==> src/rtl/pe_restoring_divider.sv <==
// Multi-cycle unsigned restoring divider: 2*WIDTH-bit dividend / WIDTH-bit divisor,
// one quotient bit per cycle, valid/ready on both sides.
module pe_restoring_divider #(
  parameter int WIDTH = 8
) (
  input  logic               clk,
  input  logic               rst_n,
  input  logic               in_valid,
  output logic               in_ready,
  input  logic [2*WIDTH-1:0] dividend,
  input  logic [WIDTH-1:0]   divisor,
  output logic               out_valid,
  input  logic               out_ready,
  output logic [2*WIDTH-1:0] quotient,
  output logic [WIDTH-1:0]   remainder,
  output logic               dbz
);

  localparam int CW = $clog2(2*WIDTH);

  typedef enum logic [1:0] {S_IDLE, S_BUSY, S_DONE} state_t;

  state_t             r_state, w_next;
  logic [CW-1:0]      r_cnt;
  logic [WIDTH-1:0]   r_dsr;
  logic [2*WIDTH-1:0] r_dvd;
  logic [2*WIDTH-1:0] r_quo;
  logic [WIDTH-1:0]   r_rem;
  logic               r_dbz;

  logic               w_accept;
  logic [WIDTH:0]     w_shift;
  logic [WIDTH:0]     w_nb;
  logic [WIDTH-1:0]   w_diff;
  logic [WIDTH+1:0]   w_carry;
  logic               w_noborrow;

  // Trial subtraction as shift + ~{0,divisor} + 1; carry out of the top bit means no borrow.
  // Bit WIDTH of the difference is never kept: when there is no borrow it is always zero.
  assign w_shift    = {r_rem, r_dvd[2*WIDTH-1]};
  assign w_nb       = ~{1'b0, r_dsr};
  assign w_carry[0] = 1'b1;

  for (genvar i = 0; i <= WIDTH; i++) begin : g_rca
    if (i < WIDTH) begin : g_sum
      assign w_diff[i] = w_shift[i] ^ w_nb[i] ^ w_carry[i];
    end
    assign w_carry[i+1] = (w_shift[i] & w_nb[i]) | (w_carry[i] & (w_shift[i] ^ w_nb[i]));
  end

  assign w_noborrow = w_carry[WIDTH+1];
  assign w_accept   = in_valid && in_ready;

  // State register
  always_ff @(posedge clk or negedge rst_n) begin
    if (!rst_n) r_state <= S_IDLE;
    else        r_state <= w_next;
  end

  // Next-state logic
  always_comb begin
    w_next = r_state;
    case (r_state)
      S_IDLE: if (w_accept) w_next = (divisor == '0) ? S_DONE : S_BUSY;
      S_BUSY: if (r_cnt == '0) w_next = S_DONE;
      S_DONE: if (out_ready) w_next = S_IDLE;
      default: w_next = S_IDLE;
    endcase
  end

  // Handshake outputs
  always_comb begin
    in_ready  = (r_state == S_IDLE);
    out_valid = (r_state == S_DONE);
  end

  // Datapath; result registers are left untouched in DONE and after the handshake
  always_ff @(posedge clk or negedge rst_n) begin
    if (!rst_n) begin
      r_cnt <= '0;
      r_dsr <= '0;
      r_dvd <= '0;
      r_quo <= '0;
      r_rem <= '0;
      r_dbz <= 1'b0;
    end else if (w_accept) begin
      r_cnt <= CW'(2*WIDTH-1);
      r_dsr <= divisor;
      r_dvd <= dividend;
      r_rem <= '0;
      r_quo <= (divisor == '0) ? '1 : '0;
      r_dbz <= (divisor == '0);
    end else if (r_state == S_BUSY) begin
      r_rem <= w_noborrow ? w_diff : w_shift[WIDTH-1:0];
      r_quo <= {r_quo[2*WIDTH-2:0], w_noborrow};
      r_dvd <= {r_dvd[2*WIDTH-2:0], 1'b0};
      if (r_cnt != '0) r_cnt <= r_cnt - 1'b1;
    end
  end

  assign quotient  = r_quo;
  assign remainder = r_rem;
  assign dbz       = r_dbz;

endmodule
==> config.mk <==
export PLATFORM = sky130hd
export DESIGN_NAME = pe_restoring_divider
export DESIGN_NICKNAME = d
export VERILOG_FILES = /design/src/rtl/pe_restoring_divider.sv
export SDC_FILE = /design/constraint.sdc
export NUM_CORES = 1
export LEC_CHECK = 0
export ABC_AREA = 1
export CAP_MARGIN = 0
export CORE_MARGIN = 2
export CORE_UTILIZATION = 40
export CTS_BUF_LIST = sky130_fd_sc_hd__clkbuf_16
export CTS_CLUSTER_SIZE = 28
export DETAILED_ROUTE_END_ITERATION = 7
export GPL_ROUTABILITY_DRIVEN = 0
export SLEW_MARGIN = 10
export SYNTH_ARGS = -nofsm -noshare
export SYNTH_HDL_FRONTEND = slang
export SYNTH_SLANG_ARGS = --single-unit
==> constraint.sdc <==
create_clock -name clk -period 12.25 [get_ports clk]
set_input_delay 2.45 -clock clk [delete_from_list [all_inputs] [get_ports clk]]
set_output_delay 2.45 -clock clk [all_outputs]
set_load 0.01 [all_outputs]
Figure 1. Cell placement (run 1).
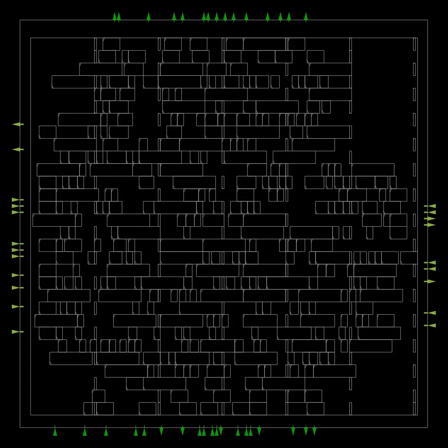
tap cells: 96
Seq/total area: 0.3908

Figure 2. Ports around the boundary (run 1).
Scale: 6 px per µm. Pins as bars across the die edge, other pins in gray.
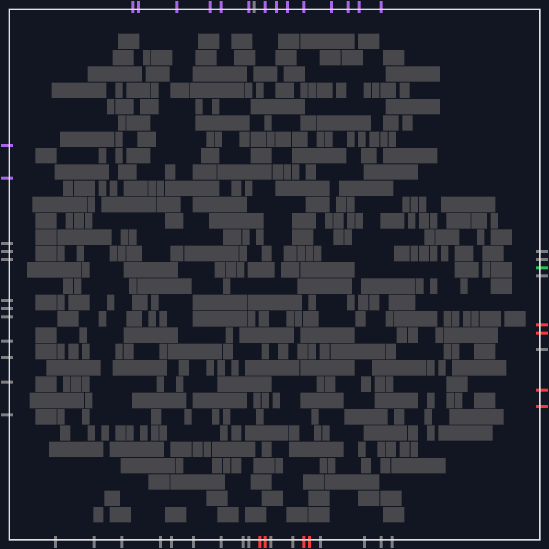
quotient -> purple  # pins 16, direction output, edge 14 north, 2 west
divisor -> red  # pins 8, direction input, edge 4 east, 4 south
out_valid -> green  # pins 1, direction output, edge east
Buffers on Ports: 54
die height: 88.19 µm
Die X: 88.19 µm

Figure 3. Met2 routing (run 1).
Scale: 4 px per µm. Cells faint in the background.
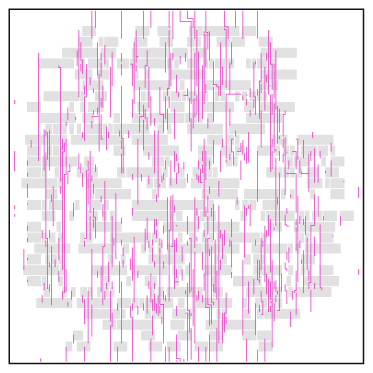
longest straight run = 34.3 µm
share of all routed wire = 47%
Routed WL: 5689 µm
routed vias: 2153
met2 GRT Util: 0.2707

## run 1: per-layer routing
layer | wire, µm | global-route usage | vias up
li1 | - | - | 1086
met3 | 183 | 0.02828 | 4
met1 | 2773 | 0.2243 | 1025
met4 | 37 | 0.03719 | 0
met5 | 0 | 0 | -
met2 | 2695 | 0.2707 | 38
## run 1: through the flow
step	power (mW)	std cells
2_1_floorplan	0.6736	314
3_3_place_gp	0.8180	452
3_5_place_dp	0.8246	452
4_1_cts	0.9670	460
5_1_grt	1.047	460
6_report	0.9490	460
## run 1: power groups by stage
stage	Sequential, mW	Combinational (mW)	Clock (mW)
floorplan	0.343	0.331	0
global placement	0.337	0.481	0
detailed placement	0.336	0.488	0
CTS	0.334	0.490	0.142
global route	0.346	0.552	0.149
finish	0.333	0.480	0.136
## run 1: sequential cells by signal, indices dropped and copies added (netlist names)
signal and flops:
dbz 1, quotient 16, r_cnt 4, r_dsr 8, r_dvd 16, r_state 2, remainder 8
## run 1: worst paths after layout
kind	start	to	slack, ps	depth (start not counted)
max in group asynchronous	rst_n	quotient[8]	9500	2
max	r_dsr[0]	remainder[7]	8090	12
min in group asynchronous	rst_n	remainder[7]	2290	2
min reg2reg	dbz	dbz	490	2
min	dbz	dbz	490	2
max reg2reg	r_dsr[0]	remainder[7]	8090	12
## run 1: critical path, stage by stage (launching register included)
cell	delay, ps
dfrtp_1	380
ha_1	200
fa_1	390
fa_1	390
fa_1	390
fa_1	380
fa_1	390
fa_1	380
fa_1	370
nand2_1	400
a21oi_1	130
o21ai_0	100
o21ai_0	120
## run 1: layout make-up
type                    instances  area, µm²
multi-input cells             209       1196
clock inverters                 3      16.27
fillers                       680       3309
clock buffers                   5      125.1
inverters                      36      137.6
repair buffers                 56      550.5
well taps                      96      120.1
flip-flops and latches         55       1376
==> flow_summary.yaml, run 1 <==
# yosys + openroad results
synth:
  most_common_cell: "nand2_1"
  common_cells: "nand2_1, dfrtp_1, inv_1, o21ai_0, nand3_1"
  ys_cells: 314
  synth_adder_area_share: 0.05825
  ys_seq_frac: 0.4854
  ys_sh_simple: 0.2017
  top_area_cell: "dfrtp_1"
  xor_share: 0
  muxShareOfSynthArea: 0
  synth_flops: 55
  netlist_area_um2: 2835
  ys_chip_area_um2: 2835
  yosysWarnings: 0
  postSynthCellCount: 314
  edf_count: 0
  top_logic_kind: "simple AND/OR/NAND/NOR gates"
  ys_top_cells_by_area: "dfrtp_1, nand2_1, fa_1"
  synthArstFlopShare: 1.000
  synth.distinct_cells: 27
  top_cell_area_share: 0.4854
  ff_type: "dfrtp_1"
  syn_nets: 351
clocking:
  ctsLongestPathBuffers: 2
  ctsHtreeMaxLevel: 2
  cts.sinks: 55
  cts_resized: 0
  tritoncts: "built"
  cts_buffers: 5
  cts_setup_buffers: 0
  clkTransAtPathRegs_ps: 70
  ctsHoldBuffers: 0
  cts-root-buf: "clkbuf_16"
outcome:
  status: "finished clean"
route:
  firstDrtPassIters: 4
  viasPerCell: 4.680
  routedWlPerCell_um: 12.37
  drtIter0Drc: 134
  ant_nets: 0
  remaining_drc_errors: 0
layout:
  drive_gt1_frac: 0.1071
  synthToLayoutAreaGrowth_pct: 24.23
  lay_top_count: "nand2_1"
  n_antenna_cell: 0
  lay_top_cells: "nand2_1, dfrtp_1, clkdlybuf4s50_1"
  stdcell_area_um2: 3522
  finalNetCount: 400
placed_design:
  place_ws_ps: 8064
  detailedPlacementHpwl_um: 3767
  postPlaceCellArea_um2: 3381
global_routing:
  grt-ovfl-total: 0
  grt_pass1_wl_um: 10010
  grt_pass1_vias: 2135
  antenna_found_initial: 0
  track_usage: 0.1630
  grt_max_degree: 56
sta:
  hold_ws_ps: 487.6
  rsz0062_at_grt: "no"
  setup_slack_ps: 8092
  finalCriticalPeriod_ps: 4158
  slew_violations: 0
  worstMarginPinSlew_ps: 689.9
  slew_headroom: 0.5401
  finalHoldViolCount: 0
  period_used_share: 0.3394
  setup_tns_ps: 0
  setup_violations: 0
  fmax_mhz: 240.5
  fin_skew_ps: 4.780
die:
  fp_util: 0.4150
  ios: 55
  core_um2: 6832
  die-area_um2: 7777
  rows: 30
setup_path:
  end_kind: "register"
  crit_arrival_ps: 4310
  required_ps: 12410
  crit_type: "reg2reg"
  worstSetupStartpointType: "register"
power_and_ir_drop:
  pwr-share-seq: 0.351
  powerDensity_nw_per_um2: 269.4
  comb_power_share: 0.505
  pwr-share-clk: 0.144
  vdd.ir_drop.worst_mv: 0.08475
  switching_share: 0.4068
  p_switching_mw: 0.3861
  internal-power_mw: 0.5629
  p_leak_nw: 1.666
job:
  drv_cap: 0
  warnings: 26
worst_hold_path:
  hold_class: "reg2reg"
Figure 4. A small window of the routed layout (run 1).
Region (24, 24) to (64, 64) µm. Cells in gray, sequential cells in the stronger gray; small squares are vias.
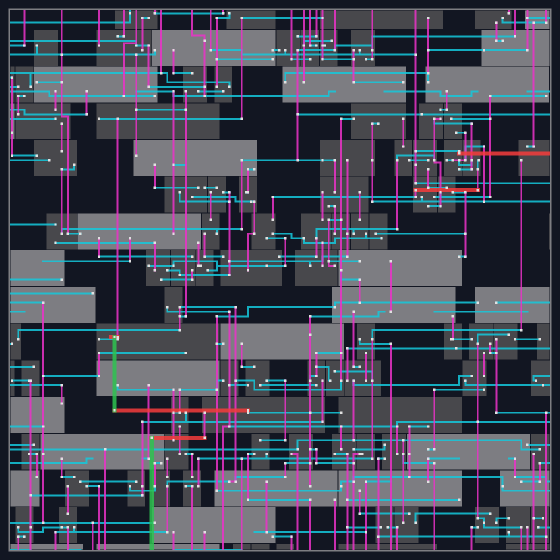

==> run 1 -> run 2 <==
clock period = 4.12 ns   (was 12.25 ns; I/O delays follow)
Figure 5. A small window of the routed layout (run 2).
Region (24, 24) to (64, 64) µm. Cells in gray, sequential cells in the stronger gray; small squares are vias.
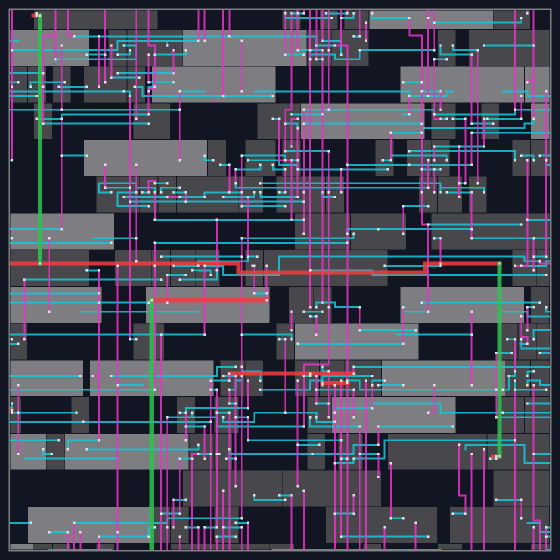
met4 -> green
met1 -> cyan
met3 -> red
met2 -> magenta
sequential cells in the window = 18
most frequent = nand2_1 (19), dfrtp_1 (18), inv_1 (12)
cells with their middle in the window = 103
netlist names of flops here include = r_dvd (6), quotient (5), r_cnt (4)

==> run 2 against run 1 <==
  * Combinational power grew to 3.1 times the previous value
  * Routed wire length is 5.4% higher
  * Utilization rose by 0.77 points
  * Non-clock buffer count up 2
  * Power rose to 3.1 times the previous value
  * Register-to-register slack worse by 7800 ps
  * Largest cell class unchanged
  * Largest power group unchanged
  * Highest routed layer unchanged
==> flow_summary.yaml, run 2 <==
# yosys + openroad results
outcome:
  status: "finished clean"
placed_design:
  postPlaceCellArea_um2: 3408
  detailedPlacementHpwl_um: 4107
  port_buffers: 54
  place_ws_ps: 199.7
  dp.cells: 454
setup_path:
  slowest_stage: "fa_1"
  crit_buf_inv: 1
  path_delay_family: "adder cells"
  required_ps: 4280
  crit_top_cell: "fa_1"
  worstSetupStartpointType: "register"
  crit_chain: "ha_1, fa_1, fa_1, fa_1, fa_1, fa_2, fa_1, fa_1, nand2_1, buf_12, a21oi_1, o21ai_0, o21ai_0"
  crit_arrival_ps: 4030
  crit_type: "reg2reg"
  max_stage_delay_ps: 390
  end_kind: "register"
  worstPathMaxFanout: 17
sta:
  rsz0062_at_grt: "no"
  slew_violations: 0
  setup_tns_ps: 0
  slew_headroom: 0.6584
  worstMarginPinSlew_ps: 512.4
  fin_skew_ps: 6.733
  setup_slack_ps: 248.3
  setup_violations: 0
  fmax_mhz: 258.3
  finalCriticalPeriod_ps: 3872
  finalHoldViolCount: 0
  period_used_share: 0.9397
  hold_ws_ps: 482.9
route:
  viasPerCell: 4.632
  routedWlPerCell_um: 12.98
  firstDrtPassIters: 4
  drtIter0Drc: 74
  remaining_drc_errors: 0
  ant_nets: 0
power_and_ir_drop:
  p_switching_mw: 1.178
  internal-power_mw: 1.783
  switching_share: 0.3977
  pwr-share-seq: 0.338
  powerDensity_nw_per_um2: 828.3
  pwr-share-clk: 0.158
  p_leak_nw: 1.690
  power.total_mw: 2.961
  comb_power_share: 0.504
  vdd.ir_drop.worst_mv: 0.3326
global_routing:
  antenna_found_initial: 0
  grt-ovfl-total: 0
  track_usage: 0.1674
  grt_pass1_vias: 2117
  grt_max_degree: 34
  grt_pass1_wl_um: 10140
clocking:
  clkTransAtPathRegs_ps: 70
  insertion_delay_ps: 290
  ctsLongestPathBuffers: 2
  cts-root-buf: "clkbuf_16"
  cts_buffers: 5
  tritoncts: "built"
  cts.sinks: 55
  ctsHtreeMaxLevel: 2
synth:
  netlist_area_um2: 2835
  most_common_cell: "nand2_1"
  common_cells: "nand2_1, dfrtp_1, inv_1, o21ai_0, nand3_1"
  synthArstFlopShare: 1.000
  ys_seq_frac: 0.4854
  ys_chip_area_um2: 2835
  syn_nets: 351
  yosysWarnings: 0
  syn_area_per_cell_um2: 9.029
  top_area_cell: "dfrtp_1"
  top_cell_area_share: 0.4854
  ys_cells: 314
  ff_type: "dfrtp_1"
  synth.distinct_cells: 27
  ys_top_cells_by_area: "dfrtp_1, nand2_1, fa_1"
  synth_flops: 55
  edf_count: 0
  postSynthCellCount: 314
layout:
  stdcell_area_um2: 3575
  lay_top_count: "nand2_1"
  finalNetCount: 402
  n_antenna_cell: 0
  lay_top_cells: "nand2_1, dfrtp_1, clkdlybuf4s50_1"
  instances_no_fill: 462
  utilization: 0.5233
  drive_gt1_frac: 0.1148
  synthToLayoutAreaGrowth_pct: 26.08
die:
  die_h_um: 88.19
  ios: 55
  dieWidth_um: 88.19
  core_um2: 6832
  fp_util: 0.4150
  die-area_um2: 7777
  rows: 30
worst_hold_path:
  hold_class: "reg2reg"
job:
  drv_cap: 0
  warnings: 26
Figure 6. Met2 routing (run 2).
Scale: 4 px per µm. Cells faint in the background.
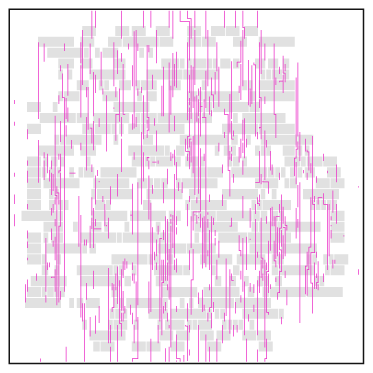
main direction = vertical
nets with wire on the layer = 300
share of all routed wire = 47%
longest straight run = 48.4 µm
met2 GRT Util: 0.2748
Routed WL: 5996 µm
routed vias: 2140

## run 2: cell counts after synthesis
No cell type changed its count.
## run 2: timing repair
item / 4_1_cts / 5_1_grt
setup buffers: 0 / 0
setup endpoints to repair: 0 / 3
resized: 0 / 2
hold buffers: 0 / 0
## run 2: worst paths after layout
check / cells past startpoint / slack [ps] / endpoint / start
worst max-delay path: 13 / 250 / remainder[1] / r_dsr[0]
worst min-delay path: 2 / 480 / dbz / dbz
worst max register to register: 13 / 250 / remainder[1] / r_dsr[0]
worst min register to register: 2 / 480 / dbz / dbz
max in group asynchronous: 2 / 2810 / quotient[1] / rst_n
min in group asynchronous: 1 / 500 / r_dvd[11] / rst_n
## run 2: power groups by stage
stage,Sequential [mW],Combinational (mW),Clock (mW)
3_5_place_dp,1.01,1.51,0
3_3_place_gp,1.01,1.47,0
4_1_cts,1.01,1.51,0.481
2_1_floorplan,1.02,0.984,0
5_1_grt,1.04,1.70,0.502
6_report,1.00,1.49,0.468
## run 2: final cells by class
type / instances / area [µm²]
Clock buffer: 5 / 125.1
Multi-Input combinational cell: 209 / 1199
Fill cell: 657 / 3257
Clock inverter: 3 / 38.79
Sequential cell: 55 / 1376
Inverter: 36 / 137.6
Timing Repair Buffer: 58 / 578.1
Tap cell: 96 / 120.1
## run 2: logic make-up (layout without fill, tap and decap cells)
family,after synthesis,after routing,synth area share
AND-OR/OR-AND,68,68,0.1620
adder cells (fa/ha/maj),9,9,0.05825
buffers and inverters,50,102,0.09267
flip-flops,55,55,0.4854
AND/OR/NAND/NOR,132,132,0.2017
## run 2: layer usage
metal	wire length, µm	up-vias	share of wire	global-route usage
met5	0	-	0	0
met4	74	0	0.012	0.04545
met2	2823	34	0.47	0.2748
met3	181	6	0.030	0.02828
met1	2918	1007	0.49	0.2306
li1	-	1093	-	-
==> run 2 -> run 3 <==
ABC_CLOCK_PERIOD_IN_PS = 4120   (was not set)
Figure 7. A small window of the routed layout (run 3).
Region (24, 24) to (64, 64) µm. Cells in gray, sequential cells in the stronger gray; small squares are vias.
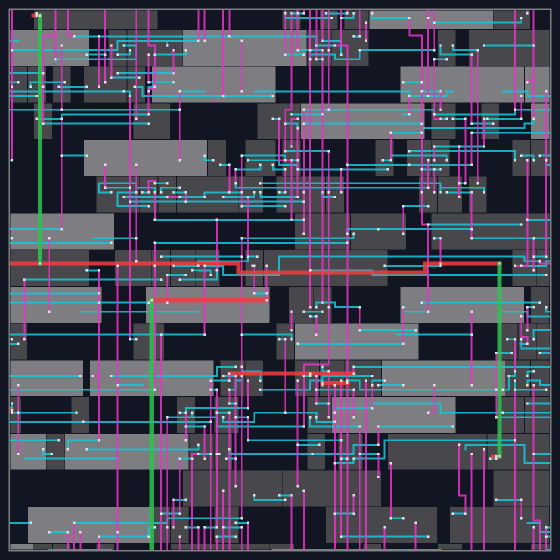
met3 -> red
met2 -> magenta
met4 -> green
met1 -> cyan
cells with their middle in the window = 103
most frequent = nand2_1 (19), dfrtp_1 (18), inv_1 (12)
sequential cells in the window = 18
netlist names of flops here include = r_dvd (6), quotient (5), r_cnt (4)

==> run 3 against run 2 <==
  * Synthesized cell count unchanged
  * Hold slack is the same
  * Count of clock-buffer cells in the layout stayed put
  * Power stayed put
  * Die area unchanged
  * Sequential share of layout area stayed put
  * Global-route usage did not move
  * Design area unchanged
  * Maximum frequency stayed put
  * Critical path type unchanged
==> flow_summary.yaml, run 3 <==
# yosys + openroad results
synth:
  postSynthCellCount: 314
  synth_flops: 55
  ys_cells: 314
  top_area_cell: "dfrtp_1"
  yosysWarnings: 0
  top_cell_area_share: 0.4854
  ff_type: "dfrtp_1"
  ys_top_cells_by_area: "dfrtp_1, nand2_1, fa_1"
  ys_chip_area_um2: 2835
  syn_area_per_cell_um2: 9.029
  netlist_area_um2: 2835
  most_common_cell: "nand2_1"
  synthArstFlopShare: 1.000
  ys_seq_frac: 0.4854
  synth.distinct_cells: 27
  common_cells: "nand2_1, dfrtp_1, inv_1, o21ai_0, nand3_1"
  edf_count: 0
  syn_nets: 351
global_routing:
  grtUsageMet1: 0.2306
  use_met2: 0.2748
  grt-ovfl-total: 0
  antenna_found_initial: 0
  track_usage: 0.1674
  grt_pass1_wl_um: 10140
  grtUsageMet3: 0.02828
  grt_max_degree: 34
  grt-busiest-layer: "met2"
  grt_pass1_vias: 2117
layout:
  lay_top_cells: "nand2_1, dfrtp_1, clkdlybuf4s50_1"
  n_antenna_cell: 0
  lay_top_count: "nand2_1"
  drive_gt1_frac: 0.1148
  synthToLayoutAreaGrowth_pct: 26.08
  finalNetCount: 402
route:
  remaining_drc_errors: 0
  viasPerCell: 4.632
  wirelength_um: 5996
  wl_met3_um: 181
  drtIter0Drc: 74
  ant_nets: 0
  vias: 2140
  wl_met2_um: 2823
  wl_met1_um: 2918
  routedWlPerCell_um: 12.98
  firstDrtPassIters: 4
  routed.top_layer: "met4"
job:
  drv_cap: 0
  warnings: 26
setup_path:
  crit_arrival_ps: 4030
  worstSetupStartpointType: "register"
  crit_chain: "ha_1, fa_1, fa_1, fa_1, fa_1, fa_2, fa_1, fa_1, nand2_1, buf_12, a21oi_1, o21ai_0, o21ai_0"
  path_delay_family: "adder cells"
  worstPathMaxFanout: 17
  slowest_stage: "fa_1"
  crit_type: "reg2reg"
  max_stage_delay_ps: 390
  crit_top_cell: "fa_1"
  required_ps: 4280
  crit_buf_inv: 1
  end_kind: "register"
sta:
  rsz0062_at_grt: "no"
  worstMarginPinSlew_ps: 512.4
  fmax_mhz: 258.3
  slew_headroom: 0.6584
  finalHoldViolCount: 0
  fin_skew_ps: 6.733
  setup_violations: 0
  setup_tns_ps: 0
  slew_violations: 0
  period_used_share: 0.9397
  finalCriticalPeriod_ps: 3872
clocking:
  cts_buffers: 5
  ctsHoldBuffers: 0
  cts.sinks: 55
  insertion_delay_ps: 290
  cts_setup_buffers: 0
  tritoncts: "built"
  cts-root-buf: "clkbuf_16"
  clkTransAtPathRegs_ps: 70
  ctsHtreeMaxLevel: 2
  ctsLongestPathBuffers: 2
placed_design:
  port_buffers: 54
  detailedPlacementHpwl_um: 4107
die:
  rows: 30
  core_um2: 6832
  die_h_um: 88.19
  die-area_um2: 7777
  dieWidth_um: 88.19
  ios: 55
  fp_util: 0.4150
outcome:
  status: "finished clean"
power_and_ir_drop:
  vdd.ir_drop.worst_mv: 0.3326
  p_leak_nw: 1.690
  powerDensity_nw_per_um2: 828.3
  power.total_mw: 2.961
worst_hold_path:
  hold_class: "reg2reg"
Figure 8. Ports around the boundary (run 3).
Scale: 6 px per µm. Pins as bars across the die edge, other pins in gray.
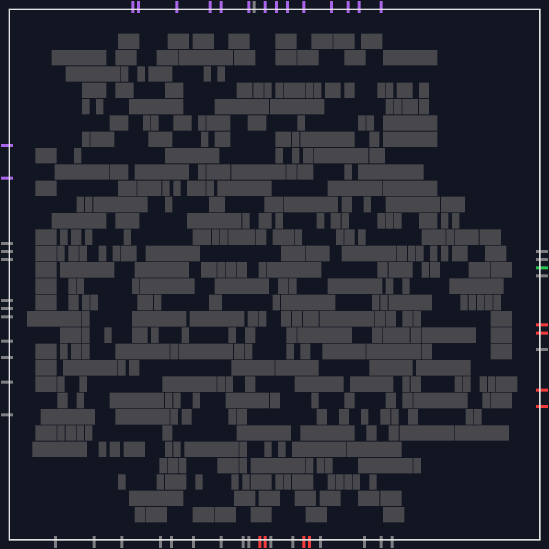
quotient -> purple  # pins 16, direction output, edge 14 north, 2 west
divisor -> red  # pins 8, direction input, edge 4 east, 4 south
out_valid -> green  # pins 1, direction output, edge east

[run 3: cell counts in the layout (fill, tap and decap cells not counted)]
No cell type changed its count.
[run 3: timing repair]
action / in CTS / in global routing
setup endpoints to repair: 0 / 3
gates resized: 0 / 2
endpoints found under the hold margin: 0 / 0
[run 3: final timing paths]
check                         start            to  depth (start not counted)  slack (ps)
setup reg to reg           r_dsr[0]  remainder[1]                         13         250
hold reg to reg                 dbz           dbz                          2         480
hold / removal                  dbz           dbz                          2         480
max in group asynchronous     rst_n   quotient[1]                          2        2810
min in group asynchronous     rst_n     r_dvd[11]                          1         500
setup / recovery           r_dsr[0]  remainder[1]                         13         250
[run 3: cell type report]
type                    count  area, µm²
well taps                  96      120.1
repair buffers             58      578.1
fillers                   657       3257
clock inverters             3      38.79
flip-flops and latches     55       1376
multi-input cells         209       1199
inverters                  36      137.6
clock buffers               5      125.1
[run 3: power by group]
group	internal, mW	switching [mW]	total (mW)
sequential	0.804	0.198	1.00
combinational	0.696	0.795	1.49
clock	0.284	0.184	0.468
total	1.78	1.18	2.96
[run 3: metrics by stage]
stage	cell area [µm²]	hold slack (ps)	cells	setup WS, ps	utilization
final	3575	482.9	462	248.3	0.5233
after global routing	3575	506.2	462	33.50	0.5233
after CTS	3572	485.1	462	190.8	0.5229
after detailed placement	3408	465.8	454	199.7	0.4989
after global placement	3408	465.8	454	281.6	0.4989
after floorplan	2835	455.3	314	165.7	-
[run 3: cell families (layout without fill, tap and decap cells)]
group                    count (synthesis)  in the layout  synth area share
AND/OR/NAND/NOR                        132            132            0.2017
AND-OR/OR-AND                           68             68            0.1620
flip-flops                              55             55            0.4854
buffers and inverters                   50            102           0.09267
adder cells (fa/ha/maj)                  9              9           0.05825
Power and IR drop assume default switching activity.
